File: config.mk
export PLATFORM = sky130hd
export DESIGN_NAME = instr_fetch_unit
export DESIGN_NICKNAME = d
export VERILOG_FILES = /design/src/rtl/instr_fetch_unit.sv
export SDC_FILE = /design/constraint.sdc
export NUM_CORES = 1
export LEC_CHECK = 0
export ABC_AREA = 1
export CORE_MARGIN = 1.5
export CORE_UTILIZATION = 46
export CTS_CLUSTER_DIAMETER = 200
export CTS_CLUSTER_SIZE = 10
export DETAILED_ROUTE_END_ITERATION = 7
export PLACE_DENSITY = 0.86
export SLEW_MARGIN = 15
export SYNTH_ARGS = -nofsm -noshare
export SYNTH_HDL_FRONTEND = slang
export SYNTH_SLANG_ARGS = --single-unit
File: constraint.sdc
create_clock -name clk -period 2.8 [get_ports clk]
set_input_delay 0.56 -clock clk [delete_from_list [all_inputs] [get_ports clk]]
set_output_delay 0.56 -clock clk [all_outputs]
set_load 0.02 [all_outputs]
File: src/rtl/instr_fetch_unit.sv
// Instruction fetch stage: latches the PC on a fetch request, runs a req/ack
// read on instruction memory, captures the returned word into ir and its
// address into old_pc. Misaligned PCs and memory timeouts are reported as a
// held fault with a cause code until the next fetch request.
module instr_fetch_unit #(
    parameter int unsigned TIMEOUT_CYCLES = 255,
    parameter logic [31:0] RESET_IR       = 32'h0000_0013
) (
    input  logic        clk,
    input  logic        reset,
    input  logic [31:0] pc,
    input  logic        fetch_start,
    output logic        mem_req,
    output logic [31:0] mem_addr,
    input  logic        mem_ack,
    input  logic [31:0] mem_rdata,
    output logic [31:0] ir,
    output logic [31:0] old_pc,
    output logic        fetch_done,
    output logic        busy,
    output logic        fault,
    output logic [1:0]  fault_cause
);

    // Counter wide enough to hold TIMEOUT_CYCLES-1 with headroom; it never wraps
    // because the REQ state exits on reaching the terminal count.
    localparam int CNT_W = $clog2(TIMEOUT_CYCLES) + 1;
    localparam logic [CNT_W-1:0] CNT_LAST = CNT_W'(TIMEOUT_CYCLES - 1);

    localparam logic [1:0] CAUSE_NONE      = 2'b00;
    localparam logic [1:0] CAUSE_MISALIGN  = 2'b01;
    localparam logic [1:0] CAUSE_TIMEOUT   = 2'b10;

    typedef enum logic [1:0] {
        S_IDLE  = 2'd0,
        S_REQ   = 2'd1,
        S_DONE  = 2'd2,
        S_FAULT = 2'd3
    } state_e;

    state_e           state_q,       state_d;
    logic [31:0]      addr_q,        addr_d;
    logic [CNT_W-1:0] cnt_q,         cnt_d;
    logic [31:0]      ir_q,          ir_d;
    logic [31:0]      old_pc_q,      old_pc_d;
    logic [1:0]       fault_cause_q, fault_cause_d;

    // Next-state decode for the fetch FSM and its datapath registers.
    always_comb begin
        // NOTE: every signal gets a default before the case so no path leaves it
        // unassigned; otherwise synthesis infers a latch to hold the old value.
        state_d       = state_q;
        addr_d        = addr_q;
        cnt_d         = cnt_q;
        ir_d          = ir_q;
        old_pc_d      = old_pc_q;
        fault_cause_d = fault_cause_q;

        unique case (state_q)
            S_IDLE, S_FAULT: begin
                // A new request from FAULT is decoded exactly like one from IDLE.
                if (fetch_start) begin
                    if (pc[1:0] == 2'b00) begin
                        addr_d        = pc;
                        cnt_d         = '0;
                        fault_cause_d = CAUSE_NONE;
                        state_d       = S_REQ;
                    end else begin
                        fault_cause_d = CAUSE_MISALIGN;
                        state_d       = S_FAULT;
                    end
                end
            end
            S_REQ: begin
                // Ack takes priority over the timeout on the terminal cycle.
                if (mem_ack) begin
                    ir_d     = mem_rdata;
                    old_pc_d = addr_q;
                    state_d  = S_DONE;
                end else if (cnt_q == CNT_LAST) begin
                    fault_cause_d = CAUSE_TIMEOUT;
                    state_d       = S_FAULT;
                end else begin
                    cnt_d = cnt_q + CNT_W'(1);
                end
            end
            S_DONE: begin
                state_d = S_IDLE;
            end
            default: begin
                state_d = S_IDLE;
            end
        endcase
    end

    // State register; synchronous reset overrides every update.
    always_ff @(posedge clk) begin
        // NOTE: sequential state uses non-blocking assignments so all flops
        // sample the pre-edge values regardless of statement order.
        if (reset) begin
            state_q       <= S_IDLE;
            addr_q        <= '0;
            cnt_q         <= '0;
            ir_q          <= RESET_IR;
            old_pc_q      <= '0;
            fault_cause_q <= CAUSE_NONE;
        end else begin
            state_q       <= state_d;
            addr_q        <= addr_d;
            cnt_q         <= cnt_d;
            ir_q          <= ir_d;
            old_pc_q      <= old_pc_d;
            fault_cause_q <= fault_cause_d;
        end
    end

    // Handshake and status outputs decode straight from the state register.
    assign mem_req     = (state_q == S_REQ);
    assign mem_addr    = addr_q;
    assign fetch_done  = (state_q == S_DONE);
    assign busy        = (state_q == S_REQ) || (state_q == S_DONE);
    assign fault       = (state_q == S_FAULT);
    assign fault_cause = fault_cause_q;
    assign ir          = ir_q;
    assign old_pc      = old_pc_q;

endmodule

Figure 1. Logic cells by family.
Scale bar: 20 µm.
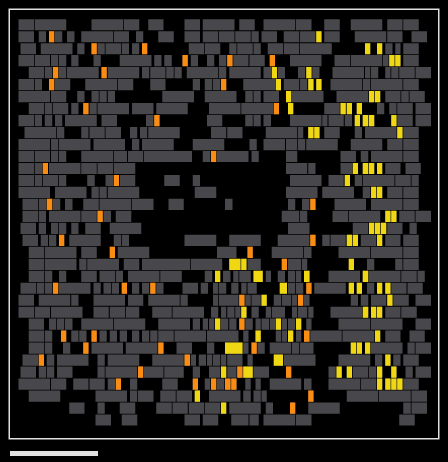
legend:
  inv cells:
    colour: orange
    cells: 49
    most_used: inv_1
  nor cells:
    colour: yellow
    cells: 81
    most_used: nor2_1
post-route non-filler standard cell count: 781
most common logic cell in the routed design: clkdlybuf4s50_1
fraction of area in multi-input gates: 0.259

Figure 2. Sequential cells coloured by netlist name.
Scale bar: 20 µm. Other sequential cells in the stronger grey, the rest of the logic in the fainter grey.
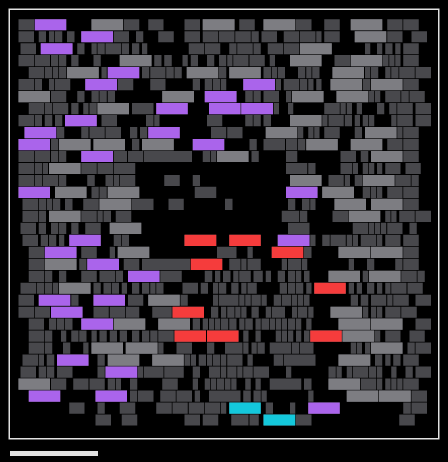
legend:
  fault_cause:
    colour: cyan
    sequential_cells: 2
  mem_addr:
    colour: purple
    sequential_cells: 32
  cnt_q:
    colour: red
    sequential_cells: 9
not coloured: 66
Seq area share: 0.360
P_seq: 1.96 mW
Final Util: 0.699
area taken by flip-flops and latches: 2180 µm²

Figure 3. Cell classes on the final placement.
Scale bar: 20 µm. Fill, decap, tap and diode cells in grey.
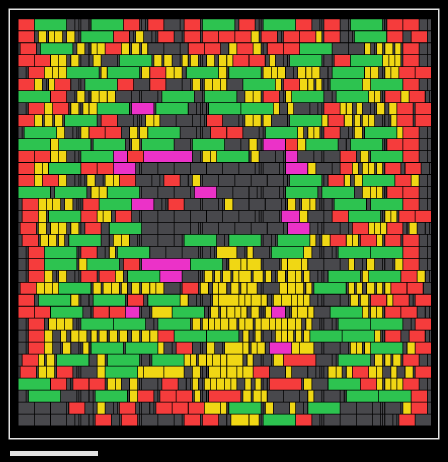
legend:
  sequential cells:
    colour: green
    cells: 109
    share_of_their_area: 37%
  remaining buffers and delay cells:
    colour: red
    cells: 174
    share_of_their_area: 30%
  combinational and other logic:
    colour: yellow
    cells: 374
    share_of_their_area: 30%
  clock drivers and dummy loads:
    colour: magenta
    cells: 16
    share_of_their_area: 3.9%
core box area: 8680 µm²
cell row count: 34
post-route cell area: 6070 µm²

Figure 4. Routed metal, one colour a layer.
Scale bar: 20 µm.
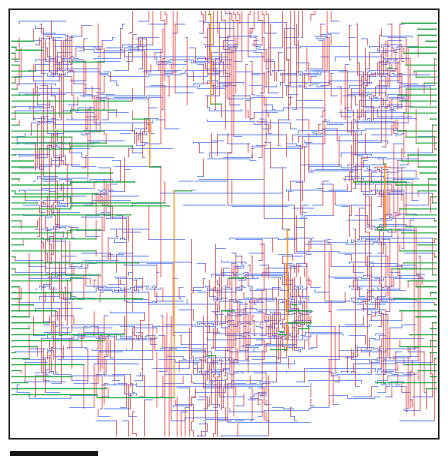
legend:
  metal 3:
    colour: green
    wire_length: 1080 µm
  metal 1:
    colour: blue
    wire_length: 4740 µm
  metal 4:
    colour: orange
    wire_length: 120 µm
  metal 2:
    colour: red
    wire_length: 4690 µm
Total Wirelength: 10600 µm
WL/cell: 13.6 µm
GRT Overall Usage: 0.227
routed via count: 3966

Figure 5. Cell outlines without signal wires.
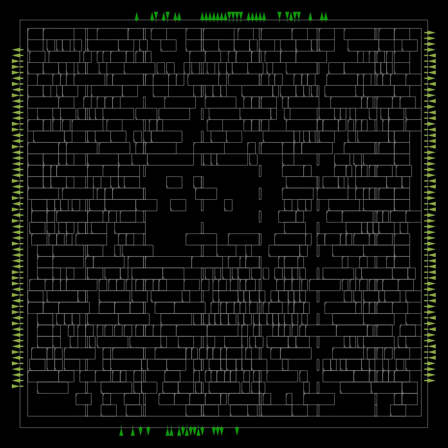
# Taps: 108
flop count: 109

==> summary.txt <==
fresh numbers from the pnr run: outcome=finished, final reports clean, CTS tree=done, crit path DAT=1.88 ns, cell area after placement=roughly 5800 µm², worst reg-to-reg setup slack=0.63 ns, mux frac, synth=0, worst hold path endpoint=fault_cause[1], combinational power=1.91 mW, I/O pins=170, pwr/cell area=812 nW/µm², CP max-delay cell=clkdlybuf4s50_1, CP bufs+invs=3, Hold Path Cell Cnt=2, max incr delay on CP=0.60 ns, Worst Clk Skew=0.0112 ns, WHS=0.453 ns, Area Growth Syn to Fin=48.7%, Worst Slack Setup Final=0.360 ns, critical-path maximum fanout=5, syn_area_per_cell=7.91 µm², hold wc startpoint=fault_cause[1], r2r worst-path depth=7, clk root buf=clkbuf_8, crit path time final=2.44 ns, first-pass GRT wire length=17700 µm, 1st-pass router iterations=5, DR top layer=met4, Num CTS Buffers=9, Gate Count Post-Synth=516, final setup vio count=0, post-place setup slack=~0.43 ns
layout by cell type, fill, tap and decap left out, types with 3 or more instances in the layout:
cell,count
o21ai_0,94
a21oi_2,3
nand4_1,3
clkdlybuf4s50_1,169
nor2_1,75
inv_1,45
nand3_1,22
ha_1,5
buf_12,3
nand2_1,40
a21oi_1,69
nor2_2,3
clkbuf_8,9
inv_2,4
dfxtp_1,109
cell usage after synthesis (2+ instances only):
| master | count |
|---|---|
| nor2_2 | 3 |
| clkbuf_1 | 21 |
| ha_1 | 5 |
| inv_2 | 2 |
| a21oi_1 | 69 |
| nor2_1 | 75 |
| nand3_1 | 23 |
| a21oi_2 | 3 |
| nand2_2 | 2 |
| inv_1 | 47 |
| nand4_1 | 3 |
| o21ai_0 | 94 |
| dfxtp_1 | 109 |
| buf_2 | 9 |
| nand2_1 | 40 |
worst register-to-register path, cell delays in order (launching register included):
cell     delay [ns]
dfxtp_1        0.36
inv_1          0.07
ha_1           0.39
nand2_4        0.30
inv_2          0.43
buf_12         0.27
o21ai_0        0.14
a21oi_1        0.14
registers in the layout (all words and copies together) (netlist names):
signal	flops
fault_cause	2
state_q	2
ir	32
cnt_q	9
old_pc	32
mem_addr	32
cell type report:
cell class	count	area (µm²)
timing repair buffer	174	1770
clock buffer	9	124
tap	108	135
inverter	49	184
sequential	109	2180
fill	690	2610
clock inverter	7	105
multi-input combinational	325	1570
how the worst max path moves through the flow:
stage / from / endpoint / slack (ns) / cells after the start
after floorplan: state_q[1] / cnt_q[0] / 1.23 / 10
after global placement: mem_ack / old_pc[11] / 0.52 / 6
after detailed placement: mem_ack / old_pc[6] / 0.43 / 6
after CTS: state_q[0] / busy / 0.33 / 4
after global routing: state_q[0] / busy / 0.26 / 4
final: state_q[0] / busy / 0.36 / 4
No activity file was given, so power comes from the tool's default toggle rates.
